--- config.mk ---
export PLATFORM = sky130hd
export DESIGN_NAME = gray_rx_decoder
export DESIGN_NICKNAME = d
export VERILOG_FILES = /design/src/rtl/gray_rx_decoder.sv
export SDC_FILE = /design/constraint.sdc
export NUM_CORES = 1
export LEC_CHECK = 0
export CAP_MARGIN = 20
export CORE_ASPECT_RATIO = 0.7
export CORE_MARGIN = 2
export CORE_UTILIZATION = 52
export DETAILED_ROUTE_END_ITERATION = 8
export PLACE_DENSITY = 0.77
export SYNTH_ARGS = -nofsm -noshare
export SYNTH_HDL_FRONTEND = slang
export SYNTH_SLANG_ARGS = --single-unit
export TNS_END_PERCENT = 20
--- constraint.sdc ---
create_clock -name clk -period 1.92 [get_ports clk]
set_input_delay 0.384 -clock clk [delete_from_list [all_inputs] [get_ports clk]]
set_output_delay 0.384 -clock clk [all_outputs]
set_load 0.05 [all_outputs]
--- src/rtl/gray_rx_decoder.sv ---
// gray_rx_decoder
//
// Receives a Gray-coded value from a free-running source that is asynchronous
// to clk. The value is synchronised, converted to binary and flagged if it
// arrived through an illegal multi-bit Gray step. It is then offered to a
// consumer through a valid/ready handshake. A one-entry pending register
// absorbs one change while the consumer stalls. Further changes overwrite the
// pending entry, and each overwrite is counted in a saturating drop counter.
//
// Ports
//   clk        in   single clock, rising edge
//   rst_n      in   asynchronous active-low reset
//   g_in       in   WIDTH-bit Gray code, asynchronous to clk
//   out_ready  in   consumer accepts b_out while out_valid is high
//   out_valid  out  b_out/b_err hold an unconsumed decoded value
//   b_out      out  WIDTH-bit binary equivalent of the captured Gray value
//   b_err      out  the value in b_out followed an illegal multi-bit step
//   drop_cnt   out  8-bit saturating count of pending values overwritten

module gray_rx_decoder #(
  parameter int WIDTH = 4
) (
  input  logic             clk,
  input  logic             rst_n,
  input  logic [WIDTH-1:0] g_in,
  input  logic             out_ready,
  output logic             out_valid,
  output logic [WIDTH-1:0] b_out,
  output logic             b_err,
  output logic [7:0]       drop_cnt
);

  typedef enum logic [1:0] {
    EMPTY     = 2'd0,
    FULL      = 2'd1,
    FULL_PEND = 2'd2
  } state_t;

  state_t           state, state_nxt;
  logic [WIDTH-1:0] s1, s2, s3;
  logic [WIDTH-1:0] bin;
  logic [WIDTH-1:0] step_diff;
  logic             change;
  logic             step_err;
  logic [WIDTH-1:0] p_bin;
  logic             p_err;

  logic             load_out_new;
  logic             load_out_pend;
  logic             load_pend;
  logic             bump_drop;

  // s1/s2 form the two-flop synchroniser. s3 holds the previous synchronised
  // value, so that changes can be detected and step sizes measured.
  always_ff @(posedge clk or negedge rst_n) begin
    if (!rst_n) begin
      s1 <= '0;
      s2 <= '0;
      s3 <= '0;
    end else begin
      s1 <= g_in;
      s2 <= s1;
      s3 <= s2;
    end
  end

  // Each binary bit is the parity of this Gray bit and all bits above it.
  // Writing it as a shifted reduction avoids a self-referencing chain on bin.
  always_comb begin
    bin = '0;
    for (int i = 0; i < WIDTH; i++) begin
      bin[i] = ^(s2 >> i);
    end
  end

  // A legal Gray step flips exactly one bit. More than one set bit in the
  // difference is detected by clearing the lowest set bit and testing for zero.
  assign step_diff = s2 ^ s3;
  assign change    = (step_diff != '0);
  assign step_err  = ((step_diff & (step_diff - WIDTH'(1))) != '0);

  always_ff @(posedge clk or negedge rst_n) begin
    if (!rst_n) begin
      state <= EMPTY;
    end else begin
      state <= state_nxt;
    end
  end

  // In FULL_PEND with out_ready high, the pending entry moves to the output.
  // This frees the pending slot, so a simultaneous change is not a drop.
  always_comb begin
    state_nxt     = state;
    load_out_new  = 1'b0;
    load_out_pend = 1'b0;
    load_pend     = 1'b0;
    bump_drop     = 1'b0;
    case (state)
      EMPTY: begin
        if (change) begin
          load_out_new = 1'b1;
          state_nxt    = FULL;
        end
      end
      FULL: begin
        if (out_ready) begin
          if (change) begin
            load_out_new = 1'b1;
          end else begin
            state_nxt = EMPTY;
          end
        end else if (change) begin
          load_pend = 1'b1;
          state_nxt = FULL_PEND;
        end
      end
      FULL_PEND: begin
        if (out_ready) begin
          load_out_pend = 1'b1;
          if (change) begin
            load_pend = 1'b1;
          end else begin
            state_nxt = FULL;
          end
        end else if (change) begin
          load_pend = 1'b1;
          bump_drop = 1'b1;
        end
      end
      default: begin
        state_nxt = EMPTY;
      end
    endcase
  end

  always_ff @(posedge clk or negedge rst_n) begin
    if (!rst_n) begin
      b_out    <= '0;
      b_err    <= 1'b0;
      p_bin    <= '0;
      p_err    <= 1'b0;
      drop_cnt <= 8'd0;
    end else begin
      if (load_out_new) begin
        b_out <= bin;
        b_err <= step_err;
      end else if (load_out_pend) begin
        b_out <= p_bin;
        b_err <= p_err;
      end
      if (load_pend) begin
        p_bin <= bin;
        p_err <= step_err;
      end
      if (bump_drop && (drop_cnt != 8'hFF)) begin
        drop_cnt <= drop_cnt + 8'd1;
      end
    end
  end

  assign out_valid = (state != EMPTY);

endmodule

==> results.txt <==
Synthesis and place-and-route results.

- The distinct cell type count after synthesis is 33.
- The warning count from the yosys run is 0.
- The die covers 3190 µm².
- The stage-log warning count is 30.
- The detailed-route wire length per cell is 15.8 µm.
- The power density over the cells is 1500 nW/µm².
- The number of flops mapped to enable cells by yosys is 0.
- The cell with the largest stage delay on the worst path is dfrtp_1.
- Per the layout area report, the register area comes to 805 µm².
- For the pin with the worst max-slew slack, the measured transition is 0.492 ns.
- The synthesis-to-layout area growth is 25.4%.
- The number of search-and-repair iterations in the first detailed-routing pass is 4.
- The library cell occupying the most area in the post-synthesis netlist is dfrtp_1.
- Per the post-route antenna check, the number of violating nets is 0.
- The flow ran to the end, and the final reports show no timing, DRC or antenna violations.
- The register share after synthesis is 56.0%.
- The critical path starts at s2[3].
- Synthesis inferred 32 register bits.
- The number of instances resized during post-cts repair is 1.
- In this run the most critical hold path is launched from s1[0].
- The count of routing violations after the opening detailed-route iteration is 38.
- Per the timing report, the biggest fanout along the worst path comes to 6.
- The final power report lists total power as 0.00269 W.
- The cell area that synthesis handed to floorplanning was 1430 µm².
- After detailed placement, the design holds a cell count of 173.
- The via count of the routed design is 947.
- The critical path class is register to register.
- The number of buffers inserted for hold repair after clock tree synthesis is 0.
- The critical path capture point type is a register.
- The die is 47.9 µm tall.
- The tool flagged a number of max-cap violations equal to 0.
- TritonRoute reported its final design rule violation total as 0.
- Cells with a size suffix above 1 make up 27.6% of the layout.
- The number of placed I/O pins is 21.
- The synthesized netlist handed to floorplanning was reported with a cell count of 115.
- The number of nets in the layout is 158.
- Routability-driven placement finished with a final weighted congestion of 0.780.
- The mean post-synth cell area is 12.4 µm².
- The logic area is 617 µm².
-- power by group --
part | switching, W | leakage, nW | internal, W | total, W
clock network | 0.000221 | 0.0371 | 0.000241 | 0.000463
logic | 0.000744 | 0.361 | 0.000476 | 0.00122
registers | 0.000149 | 0.387 | 0.000859 | 0.00101
-- logic make-up (layout without fill, tap and decap cells) --
group,after synthesis,after routing,share of synthesized area [%]
buf+inv,8,38,2.80
mux,7,7,5.25
fa+ha+maj,6,6,5.07
flops,32,32,56.0
simple gates,26,26,11.7
compound gates,22,22,10.1
xor+xnor,14,14,9.10
-- cells in the mapped netlist, types with 2 or more instances --
library cell,count
a211oi_1,2
a21oi_1,4
and3_1,2
buf_2,2
dfrtp_1,32
ha_1,5
inv_1,5
mux2_2,4
mux2i_1,3
nand2_1,6
nand3_1,5
nand4_1,3
nor2_1,4
o21ai_0,7
o31ai_1,2
xnor2_1,8
xor2_1,5
-- registers in the layout, summed over array words and instances (netlist names) --
signal    flops
s3            4
s2            4
state         2
b_out         4
b_err         1
s1            4
p_err         1
p_bin         4
drop_cnt      8
-- layout by cell type (no fill, tap or decap), types with 2 or more instances in the layout --
master	netlist	routed
dfrtp_1	32	29
buf_4	0	17
clkdlybuf4s50_1	0	9
xnor2_1	8	8
o21ai_0	7	7
nand2_1	6	6
inv_1	5	5
nand3_1	5	5
clkbuf_8	0	5
nor2_1	4	4
mux2_2	4	4
a21oi_1	4	4
ha_1	5	4
nand4_1	3	3
xor2_2	1	3
xor2_1	5	3
mux2i_1	3	3
dfrtp_2	0	3
o31ai_1	2	2
and3_1	2	2
-- final timing paths --
path | end | slack (ns) | cells past startpoint
max | drop_cnt[1] | 0.09 | 5
min | s2[0] | 0.35 | 0
max reg2reg | drop_cnt[1] | 0.09 | 5
min reg2reg | s2[0] | 0.35 | 0
max in group asynchronous | drop_cnt[0] | 1.09 | 2
min in group asynchronous | s3[2] | 0.51 | 2
-- layout make-up --
class | instances | share of cell area (%)
well taps | 34 | 2.37
clock buffers | 6 | 4.05
inverters | 5 | 1.05
flip-flops and latches | 32 | 44.9
repair buffers | 27 | 13.3
multi-input cells | 75 | 34.4
-- worst reg2reg max path, stage by stage, from the launching register on --
cell and delay [ns]:
dfrtp_1 0.47, xor2_2 0.28, nor4_4 0.05, buf_4 0.17
nor4b_4 0.37, mux2_2 0.38
-- metrics by stage --
stage	hold slack [ns]	instance area [µm²]	utilization, %
after detailed placement	0.335	1690	66.8
after global routing	0.352	1790	70.8
final	0.347	1790	70.8
after CTS	0.348	1770	69.9
after global placement	0.332	1690	66.8
after floorplan	0.0884	1430	-
-- per-layer routing --
layer	GRT usage [%]	part of all wire [%]	routed length, µm
met2	33.0	48	1360
met4	7.76	0.85	24
met5	0	0	0
met1	24.9	47	1320
met3	6.82	4.2	119
Figure 1. Gate-type map.
(6 px per µm)
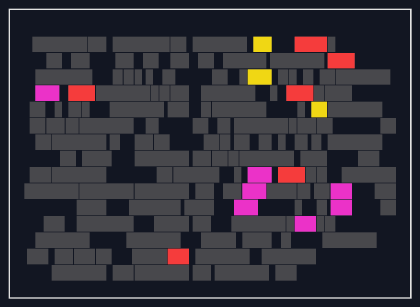
fa/ha/maj cells -> red  # cells 6
non-inverting ao/oa cells -> yellow  # cells 3
mux cells -> magenta  # cells 7

Figure 2. Routed metal, one colour a layer.
(6 px per µm)
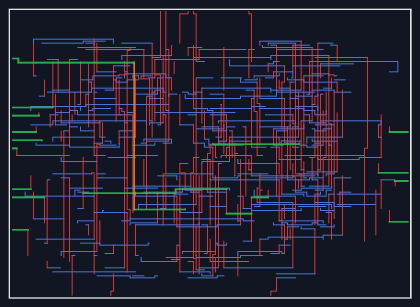
M4 -> orange  # wire length 24.5 µm
M1 -> blue  # wire length 1320 µm
M3 -> green  # wire length 120 µm
M2 -> red  # wire length 1360 µm

Figure 3. Sequential cells grouped by signal name.
(4 px per µm) Other sequential cells in the stronger grey, the rest of the logic in the fainter grey.
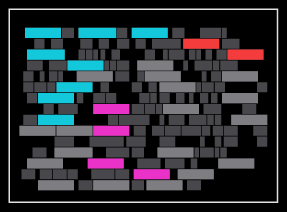
state -> red  # placed flops 2
drop_cnt -> cyan  # placed flops 8
s3 -> magenta  # placed flops 4
not coloured = 18

Figure 4. The clock network.
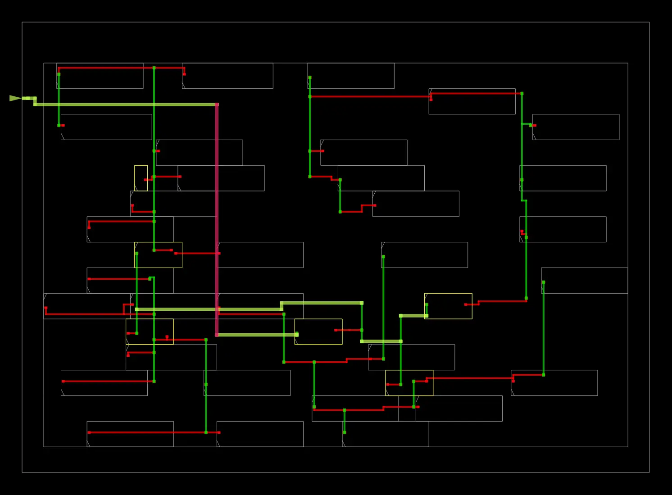
clk sinks: 32
CTS buffer count: 5

Figure 5. Nets reached from selected ports.
(8 px per µm)
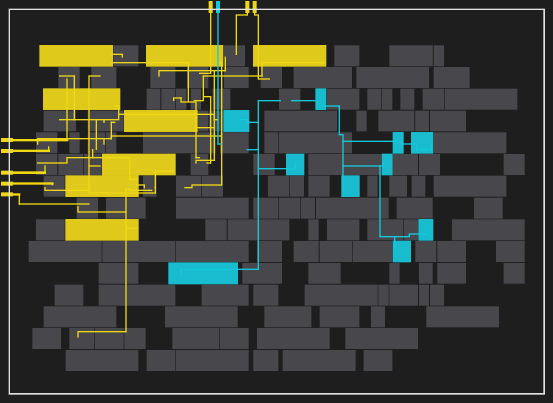
out_ready -> cyan  # bits 1, direction input, edge top, end cells 10, buffers 2, wire 113 µm
drop_cnt -> yellow  # bits 8, direction output, edge 5 left, 3 top, end cells 8, buffers 8, wire 323 µm

Power and IR drop assume default switching activity.
